`src/rtl/sy_ppl_qdec_blk.sv`:
```
// Fetch-block quick decoder: finds RVI/RVC boundaries, classifies, computes targets, registered output.
// Optional straddle buffer for 32-bit instructions split across blocks: define SY_QDEC_STRADDLE_EN.
package sy_pkg;
  parameter int AWTH = 32;
  parameter int IWTH = 32;
  parameter int DWTH = 32;
  typedef enum logic [2:0] {
    QDEC_NORMAL,
    QDEC_BRANCH,
    QDEC_JUMP,
    QDEC_JALR,
    QDEC_CALL_JAL,
    QDEC_CALL_JALR,
    QDEC_RET
  } qdec_type_e;
endpackage

module sy_ppl_qdec_blk
  import sy_pkg::*;
#(
  parameter int FETCH_HW = 4
) (
  input  logic                                clk_i,
  input  logic                                rst_i,
  input  logic                                flush_i,
  input  logic                                fetch_vld_i,
  output logic                                fetch_rdy_o,
  input  logic [16*FETCH_HW-1:0]              fetch_data_i,
  input  logic [AWTH-1:0]                     fetch_vaddr_i,
  output logic                                out_vld_o,
  input  logic                                out_rdy_i,
  output logic [FETCH_HW-1:0]                 slot_vld_o,
  output logic [FETCH_HW-1:0][IWTH-1:0]       slot_instr_o,
  output logic [FETCH_HW-1:0][AWTH-1:0]       slot_pc_o,
  output logic [FETCH_HW-1:0]                 slot_is_c_o,
  output logic [FETCH_HW-1:0]                 slot_imm_neg_o,
  output qdec_type_e [FETCH_HW-1:0]           slot_type_o,
  output logic [FETCH_HW-1:0][AWTH-1:0]       slot_target_o,
  output logic                                cf_vld_o,
  output logic [$clog2(FETCH_HW)-1:0]         cf_idx_o,
  output logic                                partial_o
);

  localparam int OFFW = $clog2(FETCH_HW);

  function automatic qdec_type_e qdec_cls(input logic [IWTH-1:0] ins, input logic is_c);
    qdec_type_e t;
    logic       rs1_lnk;
    logic       rd_lnk;
    t       = QDEC_NORMAL;
    rs1_lnk = 1'b0;
    rd_lnk  = (ins[11:7] == 5'd1) || (ins[11:7] == 5'd5);
    if (is_c) begin
      rs1_lnk = rd_lnk;
      if (ins[1:0] == 2'b10 && ins[15:13] == 3'b100 && ins[11:7] != 5'd0 && ins[6:2] == 5'd0) begin
        if (ins[12])      t = QDEC_CALL_JALR;
        else if (rs1_lnk) t = QDEC_RET;
        else              t = QDEC_JALR;
      end else if (ins[1:0] == 2'b01 && ins[15:13] == 3'b101) begin
        t = QDEC_JUMP;
      end else if (ins[1:0] == 2'b01 && ins[15:14] == 2'b11) begin
        t = QDEC_BRANCH;
      end
    end else begin
      rs1_lnk = (ins[19:15] == 5'd1) || (ins[19:15] == 5'd5);
      case (ins[6:0])
        7'b1100111: if (ins[14:12] == 3'b000) begin
          if (rd_lnk)       t = QDEC_CALL_JALR;
          else if (rs1_lnk) t = QDEC_RET;
          else              t = QDEC_JALR;
        end
        7'b1101111: t = rd_lnk ? QDEC_CALL_JAL : QDEC_JUMP;
        7'b1100011: t = QDEC_BRANCH;
        default:    t = QDEC_NORMAL;
      endcase
    end
    return t;
  endfunction

  function automatic logic [DWTH-1:0] qdec_imm(input logic [IWTH-1:0] i, input logic is_c);
    if (is_c) begin
      if (i[15:13] == 3'b101)
        return {{(DWTH-11){i[12]}}, i[8], i[10:9], i[6], i[7], i[2], i[11], i[5:3], 1'b0};
      return {{(DWTH-8){i[12]}}, i[6:5], i[2], i[11:10], i[4:3], 1'b0};
    end
    if (i[6:0] == 7'b1101111)
      return {{(DWTH-20){i[31]}}, i[19:12], i[20], i[30:21], 1'b0};
    return {{(DWTH-12){i[31]}}, i[7], i[30:25], i[11:8], 1'b0};
  endfunction

  logic                         accept;
  logic [OFFW-1:0]              ent_off;
  logic [AWTH-1:0]              base;
  logic [16*(FETCH_HW+1)-1:0]   dext;
  logic                         sj_vld;
  logic [15:0]                  sj_hw;
  logic [AWTH-1:0]              sj_pc;

  logic [FETCH_HW-1:0]             vld_d, is_c_d, neg_d;
  logic [FETCH_HW-1:0][IWTH-1:0]   instr_d;
  logic [FETCH_HW-1:0][AWTH-1:0]   pc_d, tgt_d;
  qdec_type_e [FETCH_HW-1:0]       typ_d;
  logic                            partial_d, cf_vld_d;
  logic [OFFW-1:0]                 cf_idx_d;
  logic [OFFW:0]                   cur;
  logic [15:0]                     hw;
  logic [DWTH-1:0]                 imm;
  logic                            has_tgt;

  logic [FETCH_HW-1:0]             vld_q, is_c_q, neg_q;
  logic [FETCH_HW-1:0][IWTH-1:0]   instr_q;
  logic [FETCH_HW-1:0][AWTH-1:0]   pc_q, tgt_q;
  qdec_type_e [FETCH_HW-1:0]       typ_q;
  logic                            out_vld_q, partial_q, cf_vld_q;
  logic [OFFW-1:0]                 cf_idx_q;

  assign fetch_rdy_o = !out_vld_q || out_rdy_i;
  assign accept      = fetch_vld_i && fetch_rdy_o;
  assign ent_off     = fetch_vaddr_i[OFFW:1];
  assign base        = {fetch_vaddr_i[AWTH-1:OFFW+1], {OFFW{1'b0}}, fetch_vaddr_i[0]};
  assign dext        = {16'h0000, fetch_data_i};

`ifdef SY_QDEC_STRADDLE_EN
  logic            pend_q;
  logic [15:0]     sv_hw_q;
  logic [AWTH-1:0] sv_pc_q;

  always_ff @(posedge clk_i) begin
    if (rst_i || flush_i) begin
      pend_q  <= 1'b0;
      sv_hw_q <= '0;
      sv_pc_q <= '0;
    end else if (accept) begin
      pend_q  <= partial_d;
      sv_hw_q <= fetch_data_i[16*(FETCH_HW-1) +: 16];
      sv_pc_q <= base + AWTH'(2*(FETCH_HW-1));
    end
  end

  assign sj_vld = pend_q && (fetch_vaddr_i == sv_pc_q + AWTH'(2));
  assign sj_hw  = sv_hw_q;
  assign sj_pc  = sv_pc_q;
`else
  assign sj_vld = 1'b0;
  assign sj_hw  = '0;
  assign sj_pc  = '0;
`endif

  always_comb begin
    vld_d     = '0;
    is_c_d    = '0;
    neg_d     = '0;
    partial_d = 1'b0;
    cf_vld_d  = 1'b0;
    cf_idx_d  = '0;
    hw        = '0;
    imm       = '0;
    has_tgt   = 1'b0;
    cur       = {1'b0, ent_off};
    for (int k = 0; k < FETCH_HW; k++) begin
      instr_d[k] = '0;
      pc_d[k]    = base + AWTH'(2*k);
      tgt_d[k]   = '0;
      typ_d[k]   = QDEC_NORMAL;
    end
    // A joined straddle occupies slot 0 with the saved low half and its own pc.
    if (sj_vld) begin
      vld_d[0]   = 1'b1;
      instr_d[0] = IWTH'({fetch_data_i[15:0], sj_hw});
      pc_d[0]    = sj_pc;
      cur        = (OFFW+1)'(1);
    end
    for (int k = 0; k < FETCH_HW; k++) begin
      hw = dext[16*k +: 16];
      if (cur == (OFFW+1)'(k)) begin
        if (hw[1:0] != 2'b11) begin
          vld_d[k]   = 1'b1;
          is_c_d[k]  = 1'b1;
          instr_d[k] = IWTH'(hw);
          cur        = cur + (OFFW+1)'(1);
        end else if (k == FETCH_HW-1) begin
          partial_d = 1'b1;
        end else begin
          vld_d[k]   = 1'b1;
          instr_d[k] = IWTH'({dext[16*(k+1) +: 16], hw});
          cur        = cur + (OFFW+1)'(2);
        end
      end
    end
    for (int k = 0; k < FETCH_HW; k++) begin
      if (vld_d[k]) typ_d[k] = qdec_cls(instr_d[k], is_c_d[k]);
      imm     = qdec_imm(instr_d[k], is_c_d[k]);
      has_tgt = (typ_d[k] == QDEC_BRANCH) || (typ_d[k] == QDEC_JUMP) || (typ_d[k] == QDEC_CALL_JAL);
      if (has_tgt) begin
        tgt_d[k] = pc_d[k] + AWTH'(imm);
        neg_d[k] = imm[DWTH-1];
      end
    end
    for (int k = FETCH_HW-1; k >= 0; k--) begin
      if (vld_d[k] && typ_d[k] != QDEC_NORMAL) begin
        cf_vld_d = 1'b1;
        cf_idx_d = OFFW'(k);
      end
    end
  end

  always_ff @(posedge clk_i) begin
    if (rst_i) begin
      out_vld_q <= 1'b0;
      vld_q     <= '0;
      is_c_q    <= '0;
      neg_q     <= '0;
      instr_q   <= '0;
      pc_q      <= '0;
      tgt_q     <= '0;
      partial_q <= 1'b0;
      cf_vld_q  <= 1'b0;
      cf_idx_q  <= '0;
      for (int k = 0; k < FETCH_HW; k++) typ_q[k] <= QDEC_NORMAL;
    end else if (flush_i) begin
      out_vld_q <= 1'b0;
    end else if (accept) begin
      out_vld_q <= 1'b1;
      vld_q     <= vld_d;
      is_c_q    <= is_c_d;
      neg_q     <= neg_d;
      instr_q   <= instr_d;
      pc_q      <= pc_d;
      tgt_q     <= tgt_d;
      typ_q     <= typ_d;
      partial_q <= partial_d;
      cf_vld_q  <= cf_vld_d;
      cf_idx_q  <= cf_idx_d;
    end else if (out_rdy_i) begin
      out_vld_q <= 1'b0;
    end
  end

  assign out_vld_o      = out_vld_q;
  assign slot_vld_o     = vld_q;
  assign slot_instr_o   = instr_q;
  assign slot_pc_o      = pc_q;
  assign slot_is_c_o    = is_c_q;
  assign slot_imm_neg_o = neg_q;
  assign slot_type_o    = typ_q;
  assign slot_target_o  = tgt_q;
  assign cf_vld_o       = cf_vld_q;
  assign cf_idx_o       = cf_idx_q;
  assign partial_o      = partial_q;

endmodule

```
`config.mk`:
```
export PLATFORM = sky130hd
export DESIGN_NAME = sy_ppl_qdec_blk
export DESIGN_NICKNAME = d
export VERILOG_FILES = /design/src/rtl/sy_ppl_qdec_blk.sv
export SDC_FILE = /design/constraint.sdc
export NUM_CORES = 1
export LEC_CHECK = 0
export ABC_AREA = 1
export ABC_CLOCK_PERIOD_IN_PS = 5500
export CAP_MARGIN = 40
export CELL_PAD_IN_SITES_DETAIL_PLACEMENT = 0
export CELL_PAD_IN_SITES_GLOBAL_PLACEMENT = 1
export CORE_UTILIZATION = 25
export DETAILED_ROUTE_END_ITERATION = 8
export PLACE_DENSITY_LB_ADDON = 0.1
export SYNTH_ARGS = -nofsm -noshare
export SYNTH_HDL_FRONTEND = slang
export SYNTH_SLANG_ARGS = --single-unit
```
`constraint.sdc`:
```
create_clock -name clk_i -period 5.5 [get_ports clk_i]
set_input_delay 1.1 -clock clk_i [delete_from_list [all_inputs] [get_ports clk_i]]
set_output_delay 1.1 -clock clk_i [all_outputs]
set_load 0.05 [all_outputs]
```
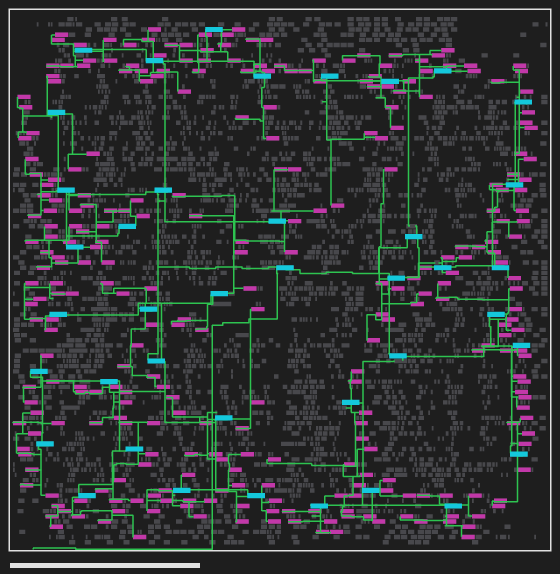
**Above:** run 1 (clock network drawn from the DEF).
Bar = 100 um.
[magenta] flip-flops | count: 299
[green] clock wires | length: 5640 um
[cyan] clock drivers | count: 40
routed clock nets	41
flops lie	spread over the die
Clock Power Share: 32.7%
P_clk: 2670 uW

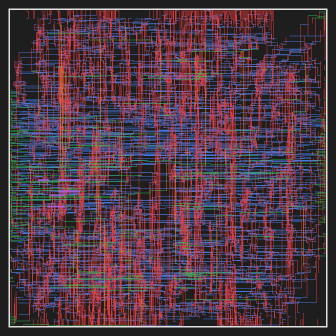
**Above:** run 1 (signal wires by layer).
colour	layer	wire length
blue	metal 1	48.1 mm
orange	metal 4	2020 um
purple	metal 5	69.0 um
red	metal 2	45.6 mm
green	metal 3	5310 um
vias: 22800
Wirelength per Cell: 21.0 um
all-layer global routing usage: 24.3%

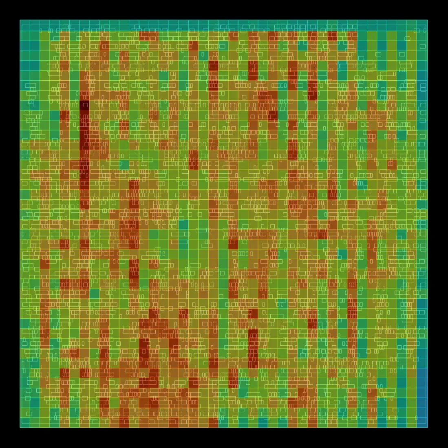
**Above:** run 1 (congestion heat map).
met2 usage in global routing: 39.3%
global route hottest layer: met2
GR Layer Usage met1: 33.8%

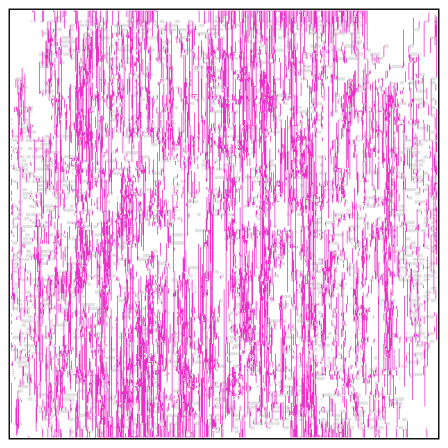
**Above:** run 1 (M2 wires).
Cells faint in the background.
share of all routed wire	45%
longest straight run	121 um
main direction	vertical
total routed wirelength: 101 mm

==> Slide: Implementation Results, run 1 <==
Key Metrics from the Run

Run status
  • Outcome: complete, no violations

Drt
  • Antenna-violating nets left: 0
  • Vias per cell: 4.73
  • Pre-antenna DRT Iters: 5
  • Uppermost layer routed: met5
  • Met3 wire length: ~5.3 mm
  • DRT iter0 DRCs: ~1400
  • DR WL met2: 45.6 mm

Synthesis
  • Xor+xnor area frac: 2.83%
  • Syn_area_per_cell: roughly 6.8 sq um
  • Synth top cells by count: nand2_1 (635), a21oi_1 (417), dfxtp_1 (299)
  • Synth top area share: between 30% and 40%
  • Post-synth EDFFs: 0
  • Seq/Total Area, Yosys: 30.2%
  • YS chip area: 19800 sq um
  • Gate Count Post-Synth: about 2900
  • Synthesized area: 19800 sq um
  • Mux area share: 0%
  • Area leader, netlist: dfxtp_1
  • Most frequent cell after synthesis: nand2_1
  • Yosys simple share: roughly 26%
  • Yosys reg bits: 299
  • # Cells Yosys: ~2900
  • Ys flop type: dfxtp_1
  • Syn. warnings: 0
  • Distinct lib cells: approximately 60
  • Yosys aoi share: ~22%
  • Post-synth ARST share: 0%
  • Adder-Cell Fraction of Synth Area: 7.90%

Clock tree
  • Post-CTS Resized: 5
  • CTS tree: yes
  • Worst-skew pair later-pin latency: between 0.5 and 0.6 ns
  • CTS Sinks: 299
  • CTS Buf Count: 40
  • Hold-fix buffers at CTS: 0
  • CTS clk-pin slew, worst paths: approximately 0.060 ns
  • Setup Buffers After CTS: 4
  • Maximum buffer depth of the clock tree: 3

STA
  • Fmax achieved: 194 MHz
  • Setup ws final: 0.358 ns
  • Final setup viols: 0
  • Slew margin rel.: 29.3%
  • RSZ-0062 raised after global routing: no
  • Final Slew Violations: 0
  • Final-report hold violation count: 0
  • Min Tclk post-route: 5.14 ns
  • TNS Setup: 0 ns

Power
  • Sequential cell power: 2350 uW
  • Power consumption: 8170 uW
  • Top pwr grp: combinational cells
  • Switch share: 38.4%
  • Combinational cell power: 3150 uW
  • Reg power frac: 28.7%
  • Switching power: between 3000 and 4000 uW
  • Int Pwr: 5030 uW
  • Peak supply drop: 0.000184 V
  • Comb pwr share: 38.6%
  • Leakage power figure: 0.0132 uW

Layout
  • Reg area: ~6000 sq um
  • Combinational fraction of the cell area: 39.5%
  • MI comb cells: 2187
  • Registers: 299
  • Fraction of layout cells with a size suffix above 1: 18.2%
  • Buffering overhead: 29.0%
  • Inverters: ~230
  • Buffers, non-clock: 981
  • Post-Route Utilization: roughly 39%
  • ClkCell Share: roughly 4.4%
  • NumNets Final: approximately 4000
  • Diode count: 3
  • Gate Area: 11900 sq um
  • Fillcell total: 8218
  • Register share of the cell area: 19.9%
  • Max-area cell class: multi-input combinational cells
  • Area Growth Syn to Fin: 51.9%
  • Top Layout Cells: nand2_1 (627), clkdlybuf4s50_1 (489), buf_4 (479)
  • Final-layout clock buffer total: 54
  • Number of flip-flops in the largest register: 128

Placed design
  • Detailed Place HPWL: 81.3 mm
  • Setup Slack @ Placement: -0.793 ns
  • GPL Wtd Cong: 0.908
  • Placed Area: 28500 sq um
  • Dpl cells: 4728

Global routing
  • Initial antenna violation count: 6
  • Vias in the first global route: around 22000
  • Met3 Use GR: 3.82%
  • First-pass GRT wire length: around 150 mm
  • GRT overflow: 0
  • Pin count of the biggest net entering global routing: 206

Critical path
  • Setup crit end kind: flop
  • R2r worst-path depth: 9
  • Most common cell on crit path: a21oi_2
  • CP startpoint: fetch_vaddr_i[1]
  • CP Buf/Inv Count: 5
  • Startpoint Class: input port
  • Crit-path max cell delay: 0.31 ns
  • Critical Path Sink: slot_target_o[121]$_SDFFE_PP0P_
  • Stages on worst setup path: 32
  • Register-to-Register Setup Slack: 3.04 ns
  • CP delay by family, top: AND-OR/OR-AND gates
  • Worst path slowest cell: ha_1
  • Crit-path max FO: 7

Die
  • DIE AREA: 80400 sq um
  • N_taps: approximately 1000
  • Core ar.: 78000 sq um
  • Rows: 102
  • IO Pins: 515
  • Init Core Util: 25.4%
  • Chip width: 284 um
  • Die Ht: ~280 um

Worst hold path
  • Worst hold-check path type: reg -> reg
  • HP Start: slot_target_o[10]$_SDFFE_PP0P_
  • WHS Path Cells: 2

Run
  • Warning total across the stage logs: 35
  • Max-Cap Viols: 0
==> run 2, diff against run 1 <==
--- a/config.mk
+++ b/config.mk
@@ -7,7 +7,7 @@
 export LEC_CHECK = 0
 export ABC_AREA = 1
 export ABC_CLOCK_PERIOD_IN_PS = 5500
-export CAP_MARGIN = 40
+export CAP_MARGIN = 20
 export CELL_PAD_IN_SITES_DETAIL_PLACEMENT = 0
 export CELL_PAD_IN_SITES_GLOBAL_PLACEMENT = 1
 export CORE_UTILIZATION = 25
==> Slide: Implementation Results, run 2 <==
Key Metrics from the Run

Synthesis
  • Syn. warnings: 0
  • # Cells Yosys: 2924
  • YS chip area: 19800 sq um
  • Mux area share: 0%
  • Yosys simple share: 25.5%
  • Ys flop type: dfxtp_1
  • Post-synth ARST share: 0%
  • Synth top cells by count: nand2_1 (635), a21oi_1 (417), dfxtp_1 (299)
  • Yosys aoi share: between 20 and 25%
  • Synthesized area: 19800 sq um
  • Post-synth EDFFs: 0
  • Yosys reg bits: about 300

Power
  • Int Pwr: 5090 uW
  • Power consumption: 8180 uW
  • Combinational cell power: 3150 uW
  • P_clk: 2690 uW
  • Reg power frac: 28.7%
  • Clock Power Share: 32.8%
  • Leakage power figure: 0.0131 uW
  • Switching power: 3090 uW

Layout
  • Combinational fraction of the cell area: 39.5%
  • Buffers, non-clock: 973
  • Gate Area: 11900 sq um
  • Fraction of layout cells with a size suffix above 1: 17.8%
  • Number of flip-flops in the largest register: 128
  • Post-Route Utilization: 38.4%
  • Inverters: 233

Critical path
  • Setup crit end kind: flop
  • Crit-path max FO: 7
  • R2r worst-path depth: 8
  • Stages on worst setup path: 30
  • Startpoint Class: input port
  • CP startpoint: fetch_vaddr_i[1]
  • Crit-path max cell delay: 0.33 ns
  • Worst path slowest cell: ha_1

Die
  • IO Pins: 515
  • Die Ht: 284 um
  • N_taps: about 1000
  • Rows: between 100 and 150

STA
  • Final setup viols: 0
  • TNS Setup: 0 ns
  • Slew margin rel.: 30.8%
  • Final Slew Violations: 0
  • Fmax achieved: 191 MHz
  • Min Tclk post-route: 5.23 ns

Clock tree
  • CTS clk-pin slew, worst paths: around 0.050 ns
  • CTS Buf Count: approximately 40
  • Worst-skew pair later-pin latency: 0.57 ns
  • Hold-fix buffers at CTS: 0
  • Maximum buffer depth of the clock tree: 3
  • CTS Sinks: 299
  • Post-CTS Resized: 6

Global routing
  • First-pass GRT wire length: between 100 and 150 mm
  • GRT overflow: 0
  • Pin count of the biggest net entering global routing: just over 200

Run status
  • Outcome: complete, no violations

Drt
  • Pre-antenna DRT Iters: 5
  • DR WL met2: 46.0 mm
  • Vias per cell: about 4.7
  • DRT iter0 DRCs: around 1300

Worst hold path
  • HP Start: slot_target_o[93]$_SDFFE_PP0P_
  • WHS Path Cells: 2

Placed design
  • Placed Area: 28400 sq um

Run
  • Max-Cap Viols: 0
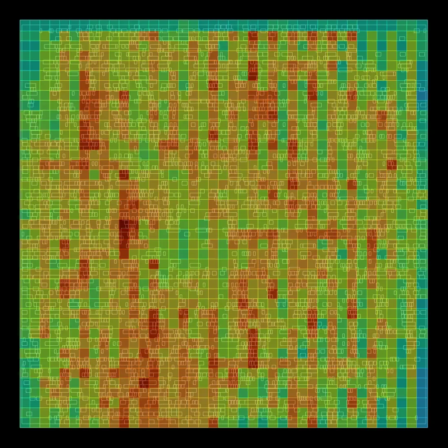
**Above:** run 2 (congestion heat map).
all-layer global routing usage: 24.3%
Wirelength per Cell: 21.0 um
met3 Use GR: 3.58%
met2 usage in global routing: 39.7%

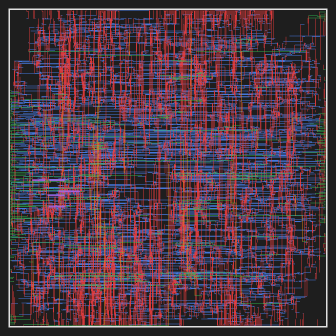
**Above:** run 2 (signal wires by layer).
colour	layer	wire length
purple	metal 5	66.2 um
red	metal 2	46.0 mm
blue	metal 1	48.5 mm
green	metal 3	4860 um
orange	metal 4	1610 um
total routed wirelength: 101 mm
vias: 22800

==> run 3, diff against run 2 <==
--- a/config.mk
+++ b/config.mk
@@ -7,7 +7,6 @@
 export LEC_CHECK = 0
 export ABC_AREA = 1
 export ABC_CLOCK_PERIOD_IN_PS = 5500
-export CAP_MARGIN = 20
 export CELL_PAD_IN_SITES_DETAIL_PLACEMENT = 0
 export CELL_PAD_IN_SITES_GLOBAL_PLACEMENT = 1
 export CORE_UTILIZATION = 25
==> constraint.sdc (replaced) <==
create_clock -name clk_i -period 5.5 [get_ports clk_i]
set_input_delay 0.55 -clock clk_i [delete_from_list [all_inputs] [get_ports clk_i]]
set_output_delay 0.55 -clock clk_i [all_outputs]
set_load 0.05 [all_outputs]
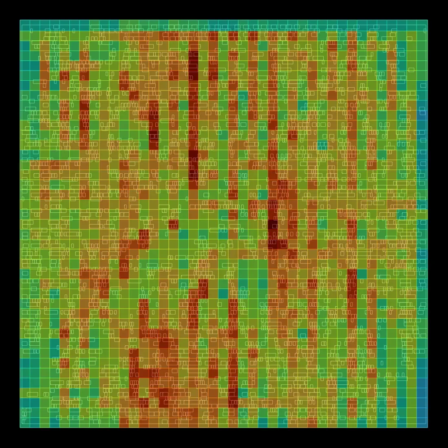
**Above:** run 3 (congestion heat map).
met3 Use GR: 4.11%
Post-Route Utilization: 35.5%
Wirelength per Cell: 22.1 um
GR Layer Usage met1: 32.2%

==> Slide: Implementation Results, run 3 <==
Key Metrics from the Run

Power
  • Switching power: 2990 uW
  • Int Pwr: 4880 uW
  • Peak supply drop: 0.000171 V
  • Leakage power figure: 0.0117 uW
  • P_clk: 2740 uW
  • Sequential cell power: 2340 uW
  • Combinational cell power: 2800 uW
  • Reg power frac: 29.7%
  • Clock Power Share: 34.8%
  • Switch share: 38.0%
  • Power consumption: about 8000 uW
  • Comb pwr share: 35.5%
  • Top pwr grp: combinational cells

Layout
  • Fillcell total: 8379
  • Buffers, non-clock: 690
  • Reg area: 5990 sq um
  • Buffering overhead: 23.3%
  • Diode count: 3
  • Area Growth Syn to Fin: 39.5%
  • Register share of the cell area: 21.6%
  • Gate Area: 11700 sq um
  • Final-layout clock buffer total: 56
  • Max-area cell class: multi-input combinational cells
  • Registers: 299
  • NumNets Final: 3676
  • Fraction of layout cells with a size suffix above 1: roughly 10%
  • Top Layout Cells: nand2_1 (635), clkdlybuf4s50_1 (493), a21oi_1 (415)
  • Number of flip-flops in the largest register: about 130
  • Combinational fraction of the cell area: a little over two fifths
  • Final std cells w/o fill: 4520
  • MI comb cells: 2187
  • ClkCell Share: about 4.8%
  • Inverters: approximately 230

Synthesis
  • Adder-Cell Fraction of Synth Area: 7.90%
  • Syn. warnings: 0
  • Synth top area share: a little under a third
  • Ys flop type: dfxtp_1
  • Post-synth EDFFs: 0
  • Seq/Total Area, Yosys: 30.2%
  • YS chip area: 19800 sq um
  • Yosys reg bits: around 300
  • Yosys aoi share: around 22%
  • Area leader, netlist: dfxtp_1
  • Syn_area_per_cell: 6.78 sq um
  • Synthesized area: 19800 sq um
  • Yosys simple share: 25.5%
  • Most frequent cell after synthesis: nand2_1
  • # Cells Yosys: approximately 3000
  • Gate Count Post-Synth: 2924
  • Mux area share: 0%
  • Xor+xnor area frac: 2.83%
  • Distinct lib cells: 60
  • Post-synth ARST share: 0%

Critical path
  • Critical Path Sink: slot_target_o[123]$_SDFFE_PP0P_
  • CP delay by family, top: AND-OR/OR-AND gates
  • CP startpoint: fetch_vaddr_i[1]
  • CP Buf/Inv Count: 5
  • Register-to-Register Setup Slack: about 2.7 ns
  • Worst path slowest cell: clkdlybuf4s50_1
  • Crit-path max cell delay: 0.48 ns
  • Stages on worst setup path: 31
  • Startpoint Class: input port

Clock tree
  • CTS clk-pin slew, worst paths: about 0.05 ns
  • Worst-skew pair later-pin latency: 0.57 ns
  • CTS tree: yes
  • CTS Sinks: 299
  • Setup Buffers After CTS: 0
  • Post-CTS Resized: 0

STA
  • Final setup viols: 0
  • Final-report hold violation count: 0
  • Final Slew Violations: 0
  • Setup ws final: between 0.2 and 0.3 ns
  • TNS Setup: 0 ns
  • Fmax achieved: ~190 MHz
  • RSZ-0062 raised after global routing: yes
  • Slew margin rel.: 25.1%
  • Min Tclk post-route: 5.20 ns

Die
  • Chip width: around 280 um
  • Init Core Util: 25.4%
  • Die Ht: 284 um
  • N_taps: 1040
  • Core ar.: 78000 sq um
  • IO Pins: 515
  • DIE AREA: 80400 sq um

Drt
  • Vias per cell: 4.80
  • Met3 wire length: 5.47 mm
  • Uppermost layer routed: met5
  • Remaining DRCs: 0
  • Antenna-violating nets left: 0
  • DR WL met2: around 46 mm
  • DRT iter0 DRCs: ~1400
  • Vias: 21700
  • Pre-antenna DRT Iters: 5

Run status
  • Outcome: complete, no violations

Worst hold path
  • WHS Path Cells: 2
  • HP Start: slot_target_o[41]$_SDFFE_PP0P_

Placed design
  • Dpl cells: 4447
  • Placed Area: 26300 sq um
  • Setup Slack @ Placement: -0.451 ns
  • GPL Wtd Cong: ~0.86

Global routing
  • First-pass GRT wire length: 145 mm
  • GRT overflow: 0
  • Pin count of the biggest net entering global routing: ~170
  • Vias in the first global route: 21200

Run
  • Max-Cap Viols: 0
  • Warning total across the stage logs: 39
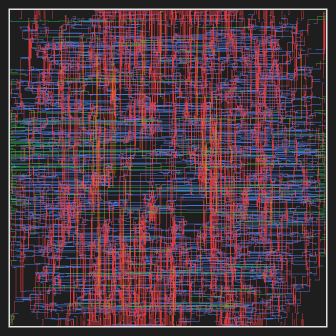
**Above:** run 3 (signal wires by layer).
colour	layer	wire length
orange	metal 4	2560 um
red	metal 2	45.7 mm
purple	metal 5	12.0 um
green	metal 3	5470 um
blue	metal 1	46.0 mm
total routed wirelength: 99.7 mm
all-layer global routing usage: 24.1%

No activity file was given, so power comes from the tool's default toggle rates.
